==> src/rtl/nonogram_pkg.sv <==
// nonogram_pkg: command types, stream flag codes and header helper shared by encoder and parser
package nonogram_pkg;
  typedef enum logic [1:0] {
    BOARD_START = 2'd0,
    OPTION      = 2'd1,
    BOARD_END   = 2'd2,
    CMD_RSVD    = 2'd3
  } cmd_type_e;
  localparam logic [2:0] F_START_BOARD = 3'b111;
  localparam logic [2:0] F_END_BOARD   = 3'b000;
  localparam logic [2:0] F_START_LINE  = 3'b110;
  localparam logic [2:0] F_END_LINE    = 3'b001;
  localparam logic [2:0] F_AND         = 3'b101;
  localparam logic [2:0] F_OR          = 3'b010;
  localparam logic [3:0] MAX_DIM       = 4'd11;
  function automatic logic [7:0] hdr_byte(input logic [2:0] flag);
    return {flag, 5'b0};
  endfunction
endpackage

==> src/rtl/nonogram_encoder_if.sv <==
// nonogram_encoder_if: command input and byte-stream output of the nonogram encoder
interface nonogram_encoder_if;
  logic        cmd_valid;
  logic        cmd_ready;
  logic [1:0]  cmd_type;
  logic [3:0]  cmd_n;
  logic [3:0]  cmd_m;
  logic [15:0] cmd_option;
  logic        cmd_first;
  logic        cmd_last;
  logic [7:0]  tx_byte;
  logic        tx_valid;
  logic        tx_ready;
  logic [4:0]  line_idx;
  logic        busy;
  logic        err;
  modport master (
    output cmd_valid, cmd_type, cmd_n, cmd_m, cmd_option, cmd_first, cmd_last, tx_ready,
    input  cmd_ready, tx_byte, tx_valid, line_idx, busy, err
  );
  modport slave (
    input  cmd_valid, cmd_type, cmd_n, cmd_m, cmd_option, cmd_first, cmd_last, tx_ready,
    output cmd_ready, tx_byte, tx_valid, line_idx, busy, err
  );
endinterface

==> src/rtl/nonogram_encoder.sv <==
// nonogram_encoder: expands board/option commands into a header/payload byte-pair stream
module nonogram_encoder
  import nonogram_pkg::*;
(
  input logic              clk,
  input logic              rst_n,
  nonogram_encoder_if.slave bus
);
  localparam logic [1:0] IDLE = 2'd0, HDR = 2'd1, PAY = 2'd2;
  localparam logic [2:0] SB_N = 3'd0, SB_M = 3'd1, SL = 3'd2, CELL = 3'd3, SEP = 3'd4, EB = 3'd5;
  logic [1:0]  state;
  logic [2:0]  tok;
  logic [3:0]  idx, n, m, len;
  logic [4:0]  line;
  logic [15:0] opt;
  logic        active, last, err_q, acc, bad_dim, rej;
  logic [2:0]  flag;
  logic [7:0]  pay;
  always_comb begin
    len     = (line < {1'b0, m}) ? n : m;
    flag    = (tok == SB_N || tok == SB_M) ? F_START_BOARD :
              (tok == SL)   ? F_START_LINE :
              (tok == CELL) ? F_AND :
              (tok == SEP)  ? (last ? F_END_LINE : F_OR) : F_END_BOARD;
    pay     = (tok == SB_N) ? {3'b0, n, 1'b0} :
              (tok == SB_M) ? {3'b0, m, 1'b0} :
              (tok == CELL) ? {3'b0, idx, opt[idx]} : 8'h00;
    acc     = bus.cmd_valid && bus.cmd_ready;
    bad_dim = bus.cmd_n == 4'd0 || bus.cmd_n > MAX_DIM || bus.cmd_m == 4'd0 || bus.cmd_m > MAX_DIM;
    rej     = (bus.cmd_type == OPTION)      ? (!active || line == ({1'b0, n} + {1'b0, m})) :
              (bus.cmd_type == BOARD_START) ? bad_dim : (bus.cmd_type == CMD_RSVD);
  end
  assign bus.cmd_ready = rst_n && state == IDLE;
  assign bus.tx_valid  = state != IDLE;
  assign bus.tx_byte   = (state == HDR) ? hdr_byte(flag) : (state == PAY) ? pay : 8'h00;
  assign bus.busy      = state != IDLE;
  assign bus.line_idx  = line;
  assign bus.err       = err_q;
  always_ff @(posedge clk or negedge rst_n) begin
    if (!rst_n) begin
      state  <= IDLE;
      tok    <= SB_N;
      idx    <= 4'd0;
      n      <= 4'd0;
      m      <= 4'd0;
      line   <= 5'd0;
      opt    <= 16'd0;
      active <= 1'b0;
      last   <= 1'b0;
      err_q  <= 1'b0;
    end else begin
      err_q <= 1'b0;
      if (state == IDLE) begin
        if (acc && rej) err_q <= 1'b1;
        else if (acc) begin
          state <= HDR;
          idx   <= 4'd0;
          if (bus.cmd_type == BOARD_START) begin
            n      <= bus.cmd_n;
            m      <= bus.cmd_m;
            line   <= 5'd0;
            active <= 1'b1;
            tok    <= SB_N;
          end else if (bus.cmd_type == OPTION) begin
            opt  <= bus.cmd_option;
            last <= bus.cmd_last;
            tok  <= bus.cmd_first ? SL : CELL;
          end else begin
            active <= 1'b0;
            tok    <= EB;
          end
        end
      end else if (bus.tx_ready) begin
        if (state == HDR) state <= PAY;
        else begin
          state <= HDR;
          if (tok == SB_N) tok <= SB_M;
          else if (tok == SL) tok <= CELL;
          else if (tok == CELL) begin
            if (idx == len - 4'd1) tok <= SEP;
            else idx <= idx + 4'd1;
          end else begin
            // SB_M, SEP and EB close their command
            state <= IDLE;
            if (tok == SEP && last) line <= line + 5'd1;
          end
        end
      end
    end
  end
endmodule

==> src/flat_wrapper.sv <==
// flat-port wrapper written by rule: the top's interface ports become plain ports
module nonogram_encoder_flat import nonogram_pkg::*;
  (clk, rst_n, bus_cmd_valid, bus_cmd_type, bus_cmd_n, bus_cmd_m, bus_cmd_option, bus_cmd_first, bus_cmd_last, bus_tx_ready, bus_cmd_ready, bus_tx_byte, bus_tx_valid, bus_line_idx, bus_busy, bus_err);
  nonogram_encoder_if bus_i ();
  input logic clk;
  input logic rst_n;
  input wire logic [$bits(bus_i.cmd_valid)-1:0] bus_cmd_valid;
  input wire logic [$bits(bus_i.cmd_type)-1:0] bus_cmd_type;
  input wire logic [$bits(bus_i.cmd_n)-1:0] bus_cmd_n;
  input wire logic [$bits(bus_i.cmd_m)-1:0] bus_cmd_m;
  input wire logic [$bits(bus_i.cmd_option)-1:0] bus_cmd_option;
  input wire logic [$bits(bus_i.cmd_first)-1:0] bus_cmd_first;
  input wire logic [$bits(bus_i.cmd_last)-1:0] bus_cmd_last;
  input wire logic [$bits(bus_i.tx_ready)-1:0] bus_tx_ready;
  output wire logic [$bits(bus_i.cmd_ready)-1:0] bus_cmd_ready;
  output wire logic [$bits(bus_i.tx_byte)-1:0] bus_tx_byte;
  output wire logic [$bits(bus_i.tx_valid)-1:0] bus_tx_valid;
  output wire logic [$bits(bus_i.line_idx)-1:0] bus_line_idx;
  output wire logic [$bits(bus_i.busy)-1:0] bus_busy;
  output wire logic [$bits(bus_i.err)-1:0] bus_err;
  assign bus_i.cmd_valid = bus_cmd_valid;
  assign bus_i.cmd_type = bus_cmd_type;
  assign bus_i.cmd_n = bus_cmd_n;
  assign bus_i.cmd_m = bus_cmd_m;
  assign bus_i.cmd_option = bus_cmd_option;
  assign bus_i.cmd_first = bus_cmd_first;
  assign bus_i.cmd_last = bus_cmd_last;
  assign bus_i.tx_ready = bus_tx_ready;
  assign bus_cmd_ready = bus_i.cmd_ready;
  assign bus_tx_byte = bus_i.tx_byte;
  assign bus_tx_valid = bus_i.tx_valid;
  assign bus_line_idx = bus_i.line_idx;
  assign bus_busy = bus_i.busy;
  assign bus_err = bus_i.err;
  nonogram_encoder u_core (.clk(clk), .rst_n(rst_n), .bus(bus_i));
endmodule
==> config.mk <==
export PLATFORM = sky130hd
export DESIGN_NAME = nonogram_encoder_flat
export DESIGN_NICKNAME = d
export VERILOG_FILES = /design/src/rtl/nonogram_pkg.sv /design/src/rtl/nonogram_encoder_if.sv /design/src/rtl/nonogram_encoder.sv /design/src/flat_wrapper.sv
export SDC_FILE = /design/constraint.sdc
export NUM_CORES = 1
export LEC_CHECK = 0
export CAP_MARGIN = 20
export CORE_MARGIN = 5
export CORE_UTILIZATION = 45
export CTS_CLUSTER_DIAMETER = 50
export DETAILED_ROUTE_END_ITERATION = 8
export GPL_TIMING_DRIVEN = 0
export HOLD_SLACK_MARGIN = 0.03
export PLACE_DENSITY = 0.7
export SETUP_SLACK_MARGIN = 0.3
export SLEW_MARGIN = 20
export SYNTH_ARGS = -nofsm -noshare
export SYNTH_HDL_FRONTEND = slang
export SYNTH_SLANG_ARGS = --single-unit
==> constraint.sdc <==
create_clock -name clk -period 4 [get_ports clk]
set_clock_uncertainty 0.2 [all_clocks]
set_input_delay 0.8 -clock clk [delete_from_list [all_inputs] [get_ports clk]]
set_output_delay 0.8 -clock clk [all_outputs]
set_load 0.02 [all_outputs]
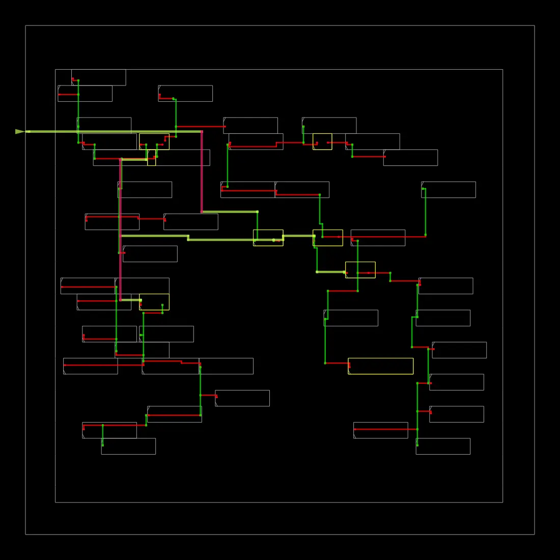
Figure 1: run 1, the clock network.
layout sequential cell count: 41
Clock Sink Count: 41
clock distribution power: 0.338 mW
clock insertion delay at the later pin of the skew report: 300 ps
number of clock buffers in the layout: 6

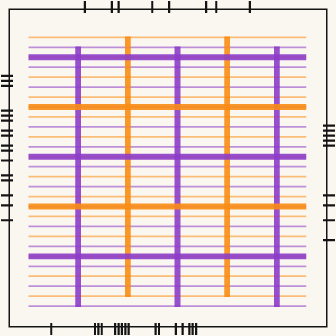
Figure 2: run 1, PDN straps and rails.
Pins as bars on the die edge.
| color | net |
|---|---|
| purple | VSS |
| orange | VDD |
met4 straps: 5
rows: 27
met1 rails: 28
met5 straps: 5

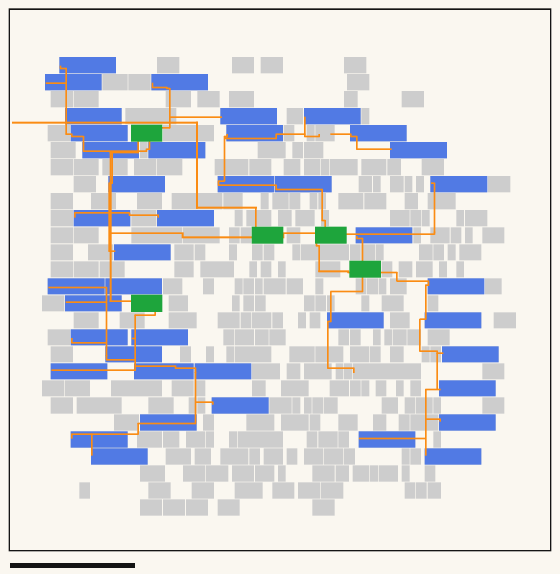
Figure 3: run 1, routed clock nets over the placement.
Bar = 20 um.
[blue] flip-flops | count: 41
[orange] clock wires | length: 526 um
[green] cells driving clock nets | count: 5
routed clock nets: 6
clock network fraction of design power: 15.8%

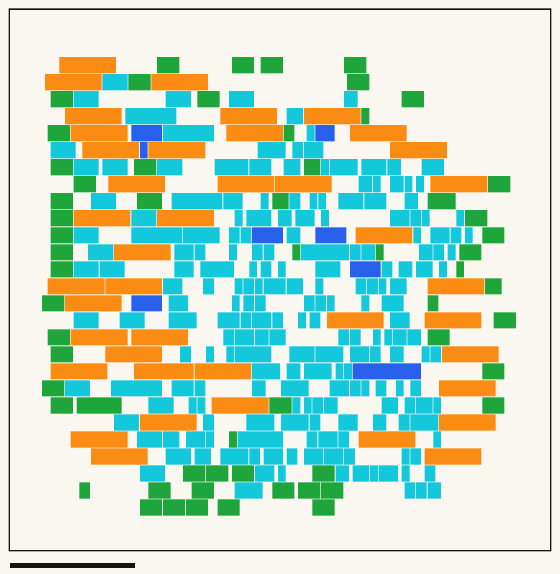
Figure 4: run 1, cell classes on the final placement.
Bar = 20 um.
| color | class | cells | share of their area |
|---|---|---|---|
| green | other buffers and delay cells | 60 | 17% |
| orange | flip-flops | 41 | 32% |
| blue | clock drivers and dummy loads | 8 | 3.4% |
| cyan | all other logic | 205 | 48% |
area inside the core boundary: 0.00557 sq mm
flop share of the area: 30.7%

==> flow_results.xml, run 1 <==
<?xml version="1.0" encoding="UTF-8"?>
<metrics>
  <group name="cells_and_area">
    <metric name="regArea" unit="sq mm">0.00103</metric>
    <metric name="nets" unit="">356</metric>
    <metric name="num-multi-input-gates" unit="">195</metric>
    <metric name="largest_register_ffs" unit="">16</metric>
    <metric name="n_fill_cell" unit="">506</metric>
    <metric name="antennaDiodeCount" unit="">0</metric>
    <metric name="total_non_filler_cell_area_in_the_finished_layout" unit="sq mm">0.00335</metric>
    <metric name="layout.cells.largest_class" unit="">combinational gates</metric>
    <metric name="nNonClkBuffers" unit="">60</metric>
    <metric name="syn_to_final_growth" unit="%">27.6</metric>
    <metric name="layoutNonFillerInstCount" unit="">386</metric>
  </group>
  <group name="cts">
    <metric name="worst_setup_hold_path_clk_slew" unit="ps">80</metric>
    <metric name="clockRootBuffer" unit="">sky130_fd_sc_hd__clkbuf_8</metric>
    <metric name="cts_hold_buffers" unit="">0</metric>
  </group>
  <group name="synth">
    <metric name="top_logic_kind" unit="">simple AND/OR/NAND/NOR gates</metric>
    <metric name="post_synthesis_instance_area" unit="sq mm">0.00262</metric>
    <metric name="ys_cells" unit="">256</metric>
    <metric name="ys_sh_simple" unit="%">17.5</metric>
    <metric name="synth-edff-count" unit="">0</metric>
    <metric name="synth.top_cells.by_area" unit="">sky130_fd_sc_hd__dfrtp_1 (39%), sky130_fd_sc_hd__mux2_2 (5.6%), sky130_fd_sc_hd__ha_1 (4.8%), sky130_fd_sc_hd__xnor2_1 (4.3%), sky130_fd_sc_hd__mux2_1 (4.3%)</metric>
    <metric name="syn_area_per_cell" unit="sq um">10.2</metric>
    <metric name="adder_share" unit="%">5.53</metric>
    <metric name="synth_cell_types" unit="">55</metric>
    <metric name="synth_dominant_cell_count" unit="">sky130_fd_sc_hd__dfrtp_1</metric>
    <metric name="synth_xor_xnor_area_share" unit="%">4.68</metric>
    <metric name="yosys-stat-area" unit="sq mm">0.00262</metric>
    <metric name="synth.mux.area_fraction" unit="%">16.5</metric>
    <metric name="numSynthFlops" unit="">41</metric>
  </group>
  <group name="pwr">
    <metric name="seq_power_share" unit="%">33.6</metric>
    <metric name="powerSeq" unit="mW">0.721</metric>
    <metric name="final_total_pwr" unit="mW">2.14</metric>
    <metric name="vdd_drop_max" unit="mV">0.424</metric>
    <metric name="power_top_consumer" unit="">combinational cells</metric>
  </group>
  <group name="setup_path">
    <metric name="worstSetupStartpointType" unit="">register</metric>
    <metric name="crit_path_cell_trace" unit="">ha_1 &gt; or4_4 &gt; a21oi_4 &gt; nor2_2 &gt; mux2i_1 &gt; ha_1 &gt; xnor2_2 &gt; xnor2_1 &gt; nor3_1 &gt; mux2_4 &gt; a31oi_4 &gt; o22ai_2 &gt; mux2_4</metric>
    <metric name="number_of_cells_on_the_worst_reg_to_reg_path" unit="">13</metric>
    <metric name="timing.critical_path.arrival" unit="ps">3520</metric>
    <metric name="critical_path_required" unit="ps">3990</metric>
    <metric name="worstPathBufferInverterCount" unit="">0</metric>
    <metric name="r2r_slack" unit="ps">470</metric>
    <metric name="critical-path-max-stage-delay" unit="ps">550</metric>
    <metric name="crit_path_start" unit="">u_core.bus.line_idx[2]</metric>
  </group>
  <group name="floorplan">
    <metric name="rows" unit="">27</metric>
    <metric name="dieHeight" unit="um">86.3</metric>
    <metric name="well_tap_count" unit="">72</metric>
  </group>
  <group name="drt">
    <metric name="wl_met3" unit="um">375</metric>
    <metric name="route.detailed.drc" unit="">0</metric>
    <metric name="route.met2.wl" unit="um">2990</metric>
    <metric name="wl_met1" unit="um">2810</metric>
    <metric name="detailedRoute.firstPassIterationCount" unit="">4</metric>
    <metric name="detail_route.vias_per_cell" unit="">5.60</metric>
    <metric name="routedWlPerCell" unit="um">16.3</metric>
    <metric name="highest-signal-layer" unit="">met4</metric>
  </group>
  <group name="global_route">
    <metric name="met3_usage" unit="%">4.18</metric>
    <metric name="busiest_layer" unit="">met2</metric>
    <metric name="grt_util_all_layers" unit="%">17.8</metric>
    <metric name="global_route_met1_utilization" unit="%">23.6</metric>
    <metric name="globalRoute.totalOverflow" unit="">0</metric>
    <metric name="global_route_wire_length_before_repair" unit="um">10500</metric>
  </group>
  <group name="placement">
    <metric name="globalplace.congestion" unit="">0.910</metric>
    <metric name="placed_cells" unit="">377</metric>
    <metric name="placedInstanceArea" unit="sq mm">0.00321</metric>
  </group>
  <group name="run_status">
    <metric name="status" unit="">completed</metric>
  </group>
  <group name="timing">
    <metric name="rsz0062_at_grt" unit="">true</metric>
    <metric name="final.period_utilization" unit="%">88.3</metric>
    <metric name="finalHoldWorstSlack" unit="ps">244</metric>
    <metric name="worst_slew_pin_slew" unit="ps">620</metric>
  </group>
</metrics>
Figure 5. Signal wires by layer (run 1).
Two of the layers only.
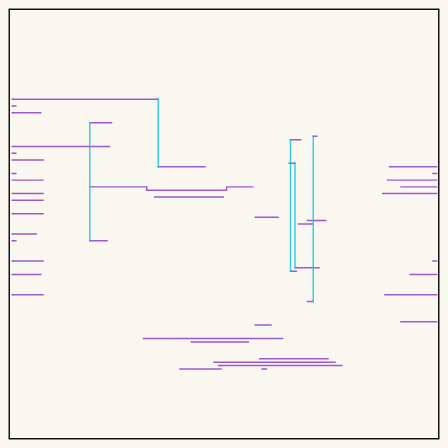

==> run 2: changes to the inputs <==
--- a/config.mk
+++ b/config.mk
@@ -10,9 +10,8 @@
 export CORE_UTILIZATION = 45
 export CTS_CLUSTER_DIAMETER = 50
 export DETAILED_ROUTE_END_ITERATION = 8
-export GPL_TIMING_DRIVEN = 0
+export DONT_BUFFER_PORTS = 1
 export HOLD_SLACK_MARGIN = 0.03
-export PLACE_DENSITY = 0.7
 export SETUP_SLACK_MARGIN = 0.3
 export SLEW_MARGIN = 20
 export SYNTH_ARGS = -nofsm -noshare
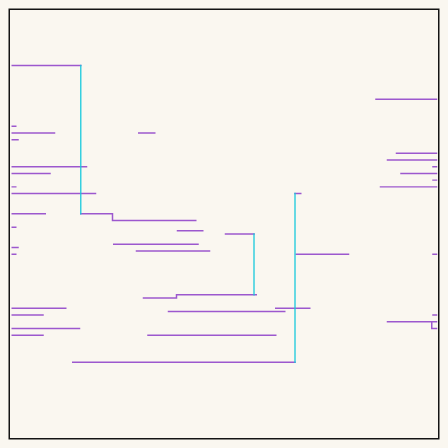
Figure 6: run 2, signal wires by layer.
Two of the layers only.
| color | layer | wire length |
|---|---|---|
| purple | met3 | 380 um |
| cyan | met4 | 76.2 um |

==> flow_results.xml, run 2 <==
<?xml version="1.0" encoding="UTF-8"?>
<metrics>
  <group name="run_status">
    <metric name="status" unit="">completed</metric>
  </group>
  <group name="synth">
    <metric name="synth.mux.area_fraction" unit="%">16.5</metric>
    <metric name="numSynthFlops" unit="">41</metric>
    <metric name="synth_top_cell_by_area" unit="">sky130_fd_sc_hd__dfrtp_1</metric>
    <metric name="synth.top_cells.by_area" unit="">sky130_fd_sc_hd__dfrtp_1 (39%), sky130_fd_sc_hd__mux2_2 (5.6%), sky130_fd_sc_hd__ha_1 (4.8%), sky130_fd_sc_hd__xnor2_1 (4.3%), sky130_fd_sc_hd__mux2_1 (4.3%)</metric>
    <metric name="yosys-stat-area" unit="sq mm">0.00262</metric>
    <metric name="ys_sh_simple" unit="%">17.5</metric>
    <metric name="synth-edff-count" unit="">0</metric>
    <metric name="syn_area_per_cell" unit="sq um">10.2</metric>
    <metric name="synth_xor_xnor_area_share" unit="%">4.68</metric>
    <metric name="top_logic_kind" unit="">simple AND/OR/NAND/NOR gates</metric>
    <metric name="ys_cells" unit="">256</metric>
    <metric name="post_synthesis_instance_area" unit="sq mm">0.00262</metric>
    <metric name="synth_dominant_cell_count" unit="">sky130_fd_sc_hd__dfrtp_1</metric>
    <metric name="adder_share" unit="%">5.53</metric>
    <metric name="synth_cell_types" unit="">55</metric>
  </group>
  <group name="setup_path">
    <metric name="critical-path-max-stage-delay" unit="ps">510</metric>
    <metric name="worstSetupStartpointType" unit="">register</metric>
    <metric name="crit_path_end" unit="">u_core.idx[0]</metric>
    <metric name="r2r_slack" unit="ps">470</metric>
    <metric name="crit_path_cell_trace" unit="">ha_1 &gt; or4_4 &gt; a21oi_4 &gt; nor2_2 &gt; mux2i_1 &gt; ha_1 &gt; xnor2_2 &gt; xnor2_1 &gt; nor3_1 &gt; mux2_4 &gt; a31oi_4 &gt; o22ai_2 &gt; mux2_4</metric>
    <metric name="path_max_fanout" unit="">6</metric>
    <metric name="critical_path_required" unit="ps">3990</metric>
    <metric name="number_of_cells_on_the_worst_reg_to_reg_path" unit="">13</metric>
    <metric name="timing.critical_path.arrival" unit="ps">3520</metric>
    <metric name="worstPathBufferInverterCount" unit="">0</metric>
    <metric name="crit_path_start" unit="">u_core.bus.line_idx[3]</metric>
  </group>
  <group name="floorplan">
    <metric name="die_x" unit="um">86.3</metric>
    <metric name="dieHeight" unit="um">86.3</metric>
    <metric name="rows" unit="">27</metric>
    <metric name="floorplan.core_area" unit="sq mm">0.00557</metric>
    <metric name="well_tap_count" unit="">72</metric>
  </group>
  <group name="placement">
    <metric name="placedInstanceArea" unit="sq mm">0.00268</metric>
    <metric name="placed_cells" unit="">320</metric>
    <metric name="globalplace.congestion" unit="">0.842</metric>
  </group>
  <group name="pwr">
    <metric name="powerSeq" unit="mW">0.779</metric>
    <metric name="vdd_drop_max" unit="mV">0.334</metric>
    <metric name="powerClk" unit="mW">0.347</metric>
    <metric name="seq_power_share" unit="%">38.3</metric>
    <metric name="power_top_consumer" unit="">combinational cells</metric>
    <metric name="power_frac_clock" unit="%">17.1</metric>
    <metric name="p_int" unit="mW">1.20</metric>
    <metric name="final_total_pwr" unit="mW">2.03</metric>
  </group>
  <group name="global_route">
    <metric name="global_route_wire_length_before_repair" unit="um">10500</metric>
    <metric name="grt_util_all_layers" unit="%">17.7</metric>
    <metric name="busiest_layer" unit="">met2</metric>
    <metric name="met3_usage" unit="%">4.66</metric>
    <metric name="grt_max_degree" unit="">42</metric>
    <metric name="globalRoute.totalOverflow" unit="">0</metric>
    <metric name="global_route_met1_utilization" unit="%">24.8</metric>
  </group>
  <group name="cells_and_area">
    <metric name="n_fill_cell" unit="">529</metric>
    <metric name="seq_cells" unit="">41</metric>
    <metric name="layoutNonFillerInstCount" unit="">329</metric>
    <metric name="multi_input_comb_area" unit="sq mm">0.00152</metric>
    <metric name="largest_register_ffs" unit="">16</metric>
    <metric name="layout.cells.largest_class" unit="">combinational gates</metric>
    <metric name="layout.buffer.nonclock.area_share" unit="%">1.24</metric>
    <metric name="antennaDiodeCount" unit="">0</metric>
    <metric name="syn_to_final_growth" unit="%">7.68</metric>
    <metric name="total_non_filler_cell_area_in_the_finished_layout" unit="sq mm">0.00282</metric>
    <metric name="top_register" unit="">u_core.opt</metric>
    <metric name="num-multi-input-gates" unit="">195</metric>
    <metric name="number_of_clock_buffers_in_the_layout" unit="">5</metric>
    <metric name="nets" unit="">299</metric>
    <metric name="regArea" unit="sq mm">0.00103</metric>
    <metric name="nonClockInverterCount" unit="">10</metric>
    <metric name="nNonClkBuffers" unit="">3</metric>
    <metric name="area.share.sequential" unit="%">36.3</metric>
    <metric name="multi_input_gate_share_of_the_layout_cell_area" unit="%">53.8</metric>
  </group>
  <group name="drt">
    <metric name="detailedRoute.firstPassIterationCount" unit="">4</metric>
    <metric name="detail_route.vias_per_cell" unit="">5.93</metric>
    <metric name="vias_post_dr" unit="">1952</metric>
    <metric name="routedWlPerCell" unit="um">19.3</metric>
    <metric name="wl_met3" unit="um">379</metric>
    <metric name="wl_met1" unit="um">3050</metric>
    <metric name="route.met2.wl" unit="um">2860</metric>
    <metric name="route.detailed.drc" unit="">0</metric>
    <metric name="highest-signal-layer" unit="">met4</metric>
  </group>
  <group name="timing">
    <metric name="tns" unit="ps">0</metric>
    <metric name="worst_slew_pin_slew" unit="ps">579</metric>
    <metric name="final.period_utilization" unit="%">88.2</metric>
    <metric name="timing.slew.headroom" unit="%">61.4</metric>
    <metric name="finalHoldWorstSlack" unit="ps">130</metric>
    <metric name="rsz0062_at_grt" unit="">false</metric>
    <metric name="timing.final.max_slew_violations" unit="">0</metric>
  </group>
  <group name="cts">
    <metric name="numClockSinks" unit="">41</metric>
    <metric name="clockRootBuffer" unit="">sky130_fd_sc_hd__clkbuf_8</metric>
    <metric name="bufs_on_longest_clock_path" unit="">2</metric>
    <metric name="tritoncts" unit="">done</metric>
    <metric name="clock_insertion_delay_at_the_later_pin_of_the_skew_report" unit="ps">300</metric>
    <metric name="cts_hold_buffers" unit="">1</metric>
    <metric name="worst_setup_hold_path_clk_slew" unit="ps">90</metric>
  </group>
</metrics>
Figure 7. Routed clock nets over the placement (run 2).
Bar = 20 um.
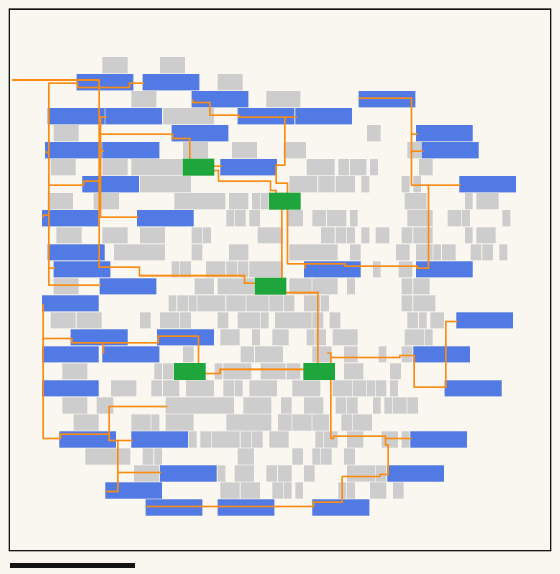

==> run 3: changes to the inputs <==
--- a/config.mk
+++ b/config.mk
@@ -6,7 +6,6 @@
 export NUM_CORES = 1
 export LEC_CHECK = 0
 export CAP_MARGIN = 20
-export CORE_MARGIN = 5
 export CORE_UTILIZATION = 45
 export CTS_CLUSTER_DIAMETER = 50
 export DETAILED_ROUTE_END_ITERATION = 8
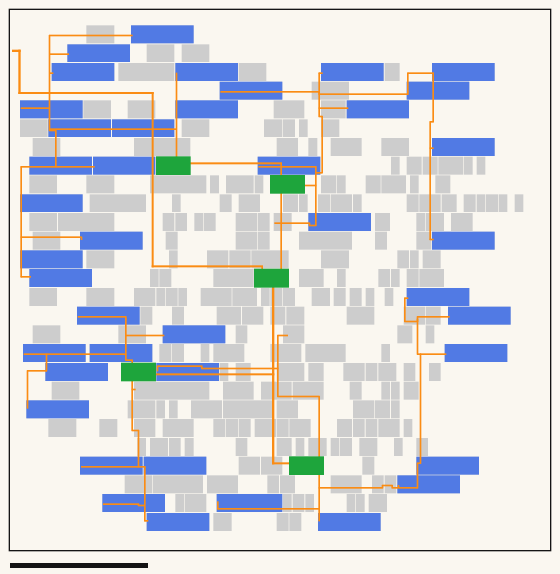
Figure 8: run 3, routed clock nets over the placement.
Bar = 20 um.
[green] cells driving clock nets | count: 5
[orange] clock wires | length: 584 um
[blue] flip-flops | count: 41
flops lie: widely spread

==> flow_results.xml, run 3 <==
<?xml version="1.0" encoding="UTF-8"?>
<metrics>
  <group name="hold_path">
    <metric name="hp-class" unit="">in2async</metric>
  </group>
  <group name="job">
    <metric name="log.warning_count" unit="">26</metric>
    <metric name="cap_viol_max_count" unit="">0</metric>
  </group>
  <group name="timing">
    <metric name="rsz0062_at_grt" unit="">false</metric>
    <metric name="final.min_clock_period" unit="ps">3510</metric>
    <metric name="setup_slack_of_the_critical_path_after_layout" unit="ps">493</metric>
    <metric name="timing.final.max_slew_violations" unit="">0</metric>
    <metric name="final-setup-viol-count" unit="">0</metric>
    <metric name="tns" unit="ps">0</metric>
    <metric name="timing.slew.headroom" unit="%">55.4</metric>
    <metric name="final.period_utilization" unit="%">87.7</metric>
    <metric name="worst_slew_pin_slew" unit="ps">662</metric>
    <metric name="finalHoldWorstSlack" unit="ps">122</metric>
  </group>
  <group name="synth">
    <metric name="syn_area_per_cell" unit="sq um">10.2</metric>
    <metric name="synth.top_cells.by_area" unit="">sky130_fd_sc_hd__dfrtp_1 (39%), sky130_fd_sc_hd__mux2_2 (5.6%), sky130_fd_sc_hd__ha_1 (4.8%), sky130_fd_sc_hd__xnor2_1 (4.3%), sky130_fd_sc_hd__mux2_1 (4.3%)</metric>
    <metric name="yosys-stat-area" unit="sq mm">0.00262</metric>
    <metric name="synth.mux.area_fraction" unit="%">16.5</metric>
    <metric name="proportion_of_register_bits_with_asynchronous_set_or_reset_after_synthesis" unit="%">100</metric>
    <metric name="top_logic_kind" unit="">simple AND/OR/NAND/NOR gates</metric>
    <metric name="ys_cells" unit="">256</metric>
    <metric name="ys_sh_simple" unit="%">17.5</metric>
    <metric name="numSynthFlops" unit="">41</metric>
    <metric name="synth_top_cell_by_area" unit="">sky130_fd_sc_hd__dfrtp_1</metric>
    <metric name="synth_xor_xnor_area_share" unit="%">4.68</metric>
    <metric name="post_synthesis_instance_area" unit="sq mm">0.00262</metric>
    <metric name="ys_dominant_reg_cell" unit="">sky130_fd_sc_hd__dfrtp_1</metric>
    <metric name="synth_dominant_cell_count" unit="">sky130_fd_sc_hd__dfrtp_1</metric>
    <metric name="adder_share" unit="%">5.53</metric>
    <metric name="synth_cell_types" unit="">55</metric>
    <metric name="synth-edff-count" unit="">0</metric>
  </group>
  <group name="pwr">
    <metric name="final_total_pwr" unit="mW">2.02</metric>
    <metric name="powerClk" unit="mW">0.344</metric>
    <metric name="p_int" unit="mW">1.20</metric>
    <metric name="powerSeq" unit="mW">0.775</metric>
    <metric name="power_frac_comb" unit="%">44.6</metric>
    <metric name="power_top_consumer" unit="">combinational cells</metric>
    <metric name="power_switching" unit="mW">0.822</metric>
    <metric name="power.static_leakage" unit="nW">1.20</metric>
    <metric name="seq_power_share" unit="%">38.4</metric>
    <metric name="power_frac_clock" unit="%">17.0</metric>
    <metric name="vdd_drop_max" unit="mV">0.437</metric>
  </group>
  <group name="setup_path">
    <metric name="worstSetupStartpointType" unit="">register</metric>
    <metric name="crit_path_start" unit="">u_core.m[2]</metric>
    <metric name="critical_path_required" unit="ps">3990</metric>
    <metric name="critPathKind" unit="">reg2reg</metric>
    <metric name="r2r_slack" unit="ps">490</metric>
    <metric name="setup.worst_path.end_class" unit="">register</metric>
    <metric name="crit_path_end" unit="">u_core.idx[0]</metric>
    <metric name="timing.rr.start" unit="">u_core.m[2]</metric>
    <metric name="worstPathBufferInverterCount" unit="">1</metric>
    <metric name="timing.critical_path.arrival" unit="ps">3500</metric>
    <metric name="crit_path_cell_trace" unit="">inv_1 &gt; ha_1 &gt; or4_4 &gt; a21oi_4 &gt; nor2_2 &gt; mux2i_1 &gt; ha_1 &gt; xnor2_2 &gt; xnor2_1 &gt; nor3_1 &gt; mux2_4 &gt; a31oi_4 &gt; o22ai_2 &gt; mux2_4</metric>
    <metric name="path_max_fanout" unit="">6</metric>
    <metric name="critical-path-max-stage-delay" unit="ps">540</metric>
    <metric name="number_of_cells_on_the_worst_reg_to_reg_path" unit="">14</metric>
  </group>
  <group name="global_route">
    <metric name="global_route_met1_utilization" unit="%">30.1</metric>
    <metric name="met3_usage" unit="%">4.19</metric>
    <metric name="met2_usage" unit="%">32.7</metric>
    <metric name="grt_max_degree" unit="">42</metric>
    <metric name="grt_util_all_layers" unit="%">21.2</metric>
    <metric name="antenna_found_initial" unit="">0</metric>
    <metric name="global_route_wire_length_before_repair" unit="um">9800</metric>
    <metric name="busiest_layer" unit="">met2</metric>
    <metric name="globalRoute.totalOverflow" unit="">0</metric>
    <metric name="first_global_vias" unit="">1874</metric>
  </group>
  <group name="placement">
    <metric name="placedInstanceArea" unit="sq mm">0.00268</metric>
    <metric name="placed_cells" unit="">320</metric>
    <metric name="pre_cts_ws" unit="ps">441</metric>
    <metric name="hpwl" unit="um">4330</metric>
    <metric name="globalplace.congestion" unit="">0.851</metric>
  </group>
  <group name="cells_and_area">
    <metric name="final_layout_size_suffix_gt1_share" unit="%">19.1</metric>
    <metric name="antennaDiodeCount" unit="">0</metric>
    <metric name="regArea" unit="sq mm">0.00103</metric>
    <metric name="layout.buffer.nonclock.area_share" unit="%">1.24</metric>
    <metric name="n_fill_cell" unit="">514</metric>
    <metric name="layout.cells.largest_class" unit="">combinational gates</metric>
    <metric name="top_register" unit="">u_core.opt</metric>
    <metric name="lay_top_count" unit="">sky130_fd_sc_hd__dfrtp_1</metric>
    <metric name="multi_input_gate_share_of_the_layout_cell_area" unit="%">53.8</metric>
    <metric name="area.share.sequential" unit="%">36.4</metric>
    <metric name="layoutNonFillerInstCount" unit="">329</metric>
    <metric name="seq_cells" unit="">41</metric>
    <metric name="largest_register_ffs" unit="">16</metric>
    <metric name="nonClockInverterCount" unit="">10</metric>
    <metric name="num-multi-input-gates" unit="">195</metric>
    <metric name="clkCellAreaFrac" unit="%">4.07</metric>
    <metric name="nNonClkBuffers" unit="">3</metric>
    <metric name="nets" unit="">299</metric>
    <metric name="multi_input_comb_area" unit="sq mm">0.00152</metric>
    <metric name="syn_to_final_growth" unit="%">7.73</metric>
    <metric name="number_of_clock_buffers_in_the_layout" unit="">5</metric>
    <metric name="total_non_filler_cell_area_in_the_finished_layout" unit="sq mm">0.00283</metric>
    <metric name="final_core_util" unit="%">50.7</metric>
  </group>
  <group name="cts">
    <metric name="numClockSinks" unit="">41</metric>
    <metric name="tritoncts" unit="">done</metric>
    <metric name="postCtsSetupRepairBufs" unit="">0</metric>
    <metric name="ctsHtreeMaxLevel" unit="">2</metric>
    <metric name="clockRootBuffer" unit="">sky130_fd_sc_hd__clkbuf_8</metric>
    <metric name="bufs_on_longest_clock_path" unit="">2</metric>
    <metric name="cts_buffers" unit="">5</metric>
    <metric name="clock_insertion_delay_at_the_later_pin_of_the_skew_report" unit="ps">300</metric>
    <metric name="worst_setup_hold_path_clk_slew" unit="ps">90</metric>
    <metric name="cts_hold_buffers" unit="">1</metric>
  </group>
  <group name="floorplan">
    <metric name="floorplan.core_area" unit="sq mm">0.00557</metric>
    <metric name="dieHeight" unit="um">78.3</metric>
    <metric name="die_x" unit="um">78.3</metric>
    <metric name="ioPinCount" unit="">49</metric>
    <metric name="well_tap_count" unit="">72</metric>
    <metric name="rows" unit="">27</metric>
  </group>
  <group name="drt">
    <metric name="route.detailed.drc" unit="">0</metric>
    <metric name="wl_met3" unit="um">436</metric>
    <metric name="detail-route-antenna-nets" unit="">0</metric>
    <metric name="highest-signal-layer" unit="">met4</metric>
    <metric name="wl_met1" unit="um">2750</metric>
    <metric name="route.met2.wl" unit="um">2770</metric>
    <metric name="detail_route.vias_per_cell" unit="">6.02</metric>
    <metric name="route.final.wire_length" unit="um">6020</metric>
    <metric name="detailedRoute.firstPassIterationCount" unit="">4</metric>
    <metric name="vias_post_dr" unit="">1981</metric>
    <metric name="routedWlPerCell" unit="um">18.3</metric>
  </group>
  <group name="run_status">
    <metric name="status" unit="">completed</metric>
  </group>
</metrics>
No activity file was given, so power comes from the tool's default toggle rates.
